==> config.mk <==
export PLATFORM = sky130hd
export DESIGN_NAME = fetch_unit
export DESIGN_NICKNAME = d
export VERILOG_FILES = /design/src/rtl/fetch_unit_pkg.sv /design/src/rtl/fetch_fifo.sv /design/src/rtl/fetch_unit.sv
export SDC_FILE = /design/constraint.sdc
export NUM_CORES = 1
export LEC_CHECK = 0
export ABC_AREA = 1
export ABC_CLOCK_PERIOD_IN_PS = 5100
export CORE_MARGIN = 2
export CORE_UTILIZATION = 52
export DETAILED_ROUTE_END_ITERATION = 7
export PLACE_DENSITY = 0.77
export SYNTH_ARGS = -nofsm -noshare
export SYNTH_HDL_FRONTEND = slang
export SYNTH_SLANG_ARGS = --single-unit
==> constraint.sdc <==
create_clock -name clk -period 5.1 [get_ports clk]
set_input_delay 0.51 -clock clk [delete_from_list [all_inputs] [get_ports clk]]
set_output_delay 0.51 -clock clk [all_outputs]
set_load 0.02 [all_outputs]
registers.png
Scale: 2 px per um. Other sequential cells in the stronger gray, the rest of the logic in the fainter gray.
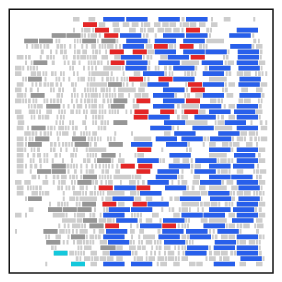
- state: cyan (sequential cells 2)
- u_fifo.mem: blue (sequential cells 124)
- inflight_pc: red (sequential cells 30)
- not colored: 38
final core occ: 68.02%
Flop+latch power: 1.76 mW
sequential cell area share: 47.61%

met3.png
Scale: 2 px per um.
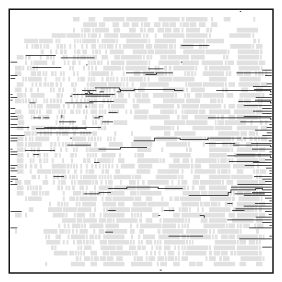
- nets with wire on the layer: 124
- share of all routed wire: 6.4%
via count: 6638
met3 Usage GRT: 5.073%
Routed WL: 19400 um

clock_map.png
Scale: 3 px per um.
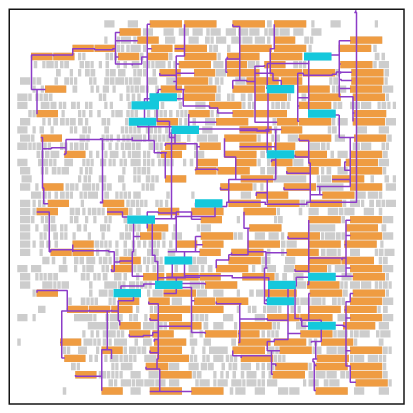
- clock wires: purple (length 2010 um)
- cells driving clock nets: cyan (count 17)
- flip-flops: orange (count 194)
- flops lie: spread over the die
- routed clock nets: 18
clk_lat worst skew: 420 ps
Setup Skew: 9.619 ps

final_congestion.png
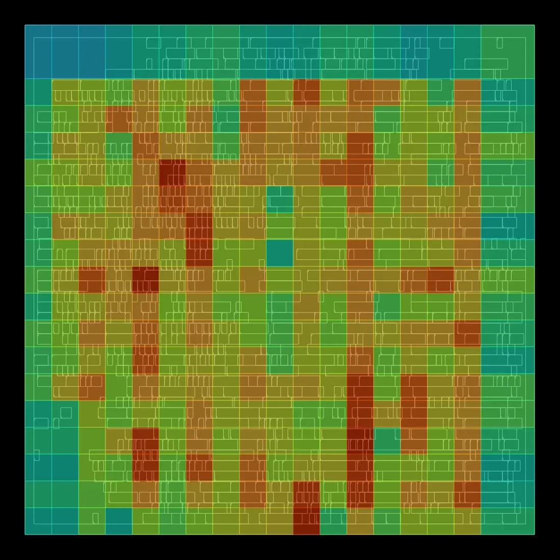
met1 Use GR: 30.33%
GRT Overall Usage: 22.58%
layer with the highest usage: met2
GR Util met2: 37.40%

==> qor.csv <==
stage;metric;value;unit
sta;final max-slew violation count;0;
routing;Residual DRC;0;
global_route;initial antenna violation count;0;
logic_synthesis;top cells by count, synth;329 x nand2_1, 124 x edfxtp_1, 109 x nor2_1, 80 x inv_1, 78 x a21oi_1;
logic_synthesis;adder share;0.8342;%
logic_synthesis;Post-synth EDFFs;124;
logic_synthesis;post-synthesis sequential area ratio;61.02;%
sta;RSZ-0062 raised after global routing;false;
cells_and_area;Finished Cell Area;10770;um^2
place;Detail Placement HPWL;13060;um
flow_run;maximum capacitance violations;0;
logic_synthesis;yosys aoi share;6.510;%
cells_and_area;layout cells sized above 1;5.068;%
global_route;first-pass GRT wire length;29660;um
sta;Fmax;255.0;MHz
pwr;NetSw;0.7706;mW
cells_and_area;ant diodes;0;
routing;uppermost routed layer;met4;
clocking;clk sinks;194;
clocking;clk buf depth;2;
floorplan;core box area;15830;um^2
logic_synthesis;Yosys top cell area share;44.33;%
logic_synthesis;Gate Count Post-Synth;945;
clocking;Reg clk slew, reported paths;70;ps
logic_synthesis;Synth Cell Area;8399;um^2
routing;met2 routed WL;9513;um
logic_synthesis;Simple Share, Synth;23.72;%
logic_synthesis;MUX share of area;0.2383;%
sta;Hold Vio Cnt, Final;0;
clocking;number of CTS-inserted buffers;17;
place;routability-driven placement congestion ratio;0.9243;
flow_run;tool warnings;29;
routing;DR iter-0 viols;506;
pwr;register share of total power;52.6;%
cells_and_area;Top Layout Cells;329 x nand2_1, 160 x clkdlybuf4s50_1, 124 x edfxtp_1;
routing;TritonRoute pass-1 iters;5;
routing;WL/cell;14.69;um
setup_path;CP Max Fanout;4;
clocking;post-cts resize count;0;
place;# port buffers;161;
pwr;LEAKAGE;4.367;nW
setup_path;Reg2Reg Depth;11;
sta;slew margin rel.;32.83;%
place;placed cell area;10170;um^2
cells_and_area;Top cell excl fill/tap;nand2_1;
clocking;Hold Buf Count CTS;0;
logic_synthesis;Mean Syn Cell Area;8.888;um^2
logic_synthesis;chip area in the Yosys report;8399;um^2
setup_path;Worst path slowest cell;clkdlybuf4s50_1;
cells_and_area;Area Overhead vs Synth;28.18;%
outcome;status;finished, final reports clean;
logic_synthesis;yosys warns;0;
logic_synthesis;asr flop ratio synth;0;%
cells_and_area;non-filler cells, final;1321;
setup_path;Worst Path Required;4590;ps
place;Cells after DPL;1289;
min_path;Hold Path Depth;3;
floorplan;fp util;53.07;%
logic_synthesis;top-count cell post-synth;nand2_1;
logic_synthesis;post-synthesis register bit count;194;
pwr;Pint;2.585;mW
setup_path;Stages on worst setup path;15;
routing;Via density;5.025;
setup_path;reg2reg setup slack;1700;ps
setup_path;slowest cell delay on critical path;590;ps
setup_path;CP Launch Type;input pin;
setup_path;Arr. time, crit path;3410;ps
logic_synthesis;top comb family, area;simple AND/OR/NAND/NOR gates;
routing;routed wl met3;1242;um
setup_path;crit-path cells;clkdlybuf4s50_1 -> nor2_1 -> o21ai_1 -> nor2_4 -> inv_2 -> nor2_1 -> ha_1 -> inv_1 -> nand2_1 -> fa_1 -> nand2_1 -> nor2_1 -> nand3_4 -> inv_1 -> clkdlybuf4s50_1;
setup_path;Setup Crit Path Kind;in -> out;
sta;Setup TNS Final;0;ps
logic_synthesis;Post-synth top flop;edfxtp_1;
routing;wl on met1;8426;um
floorplan;die extent in y;131.1;um
pwr;clk pwr;1.32;mW
clocking;CTS H-tree depth;4;
## metrics by stage
stage               hold slack, ps  power (mW)  util, %  setup WS (ps)
global placement             403.7       2.061    64.26           1183
CTS                          370.5       3.374    68.02           1155
floorplan                    403.7       1.946        -          660.8
finish                       378.1       3.355    68.02           1178
detailed placement           411.8       2.069    64.26           1182
global route                 389.4       3.482    68.02          941.7
## final cells by class
type	instances	area, um^2	share of cell area [%]
clock buffer	21	483.0	4.486
clock inverter	11	112.6	1.046
inverter	84	315.3	2.929
multi-input combinational	624	2778	25.80
sequential	194	5126	47.61
tap	216	270.3	2.510
timing repair buffer	171	1682	15.62
Power figures rest on the tool's default switching activity, not on a simulated workload.
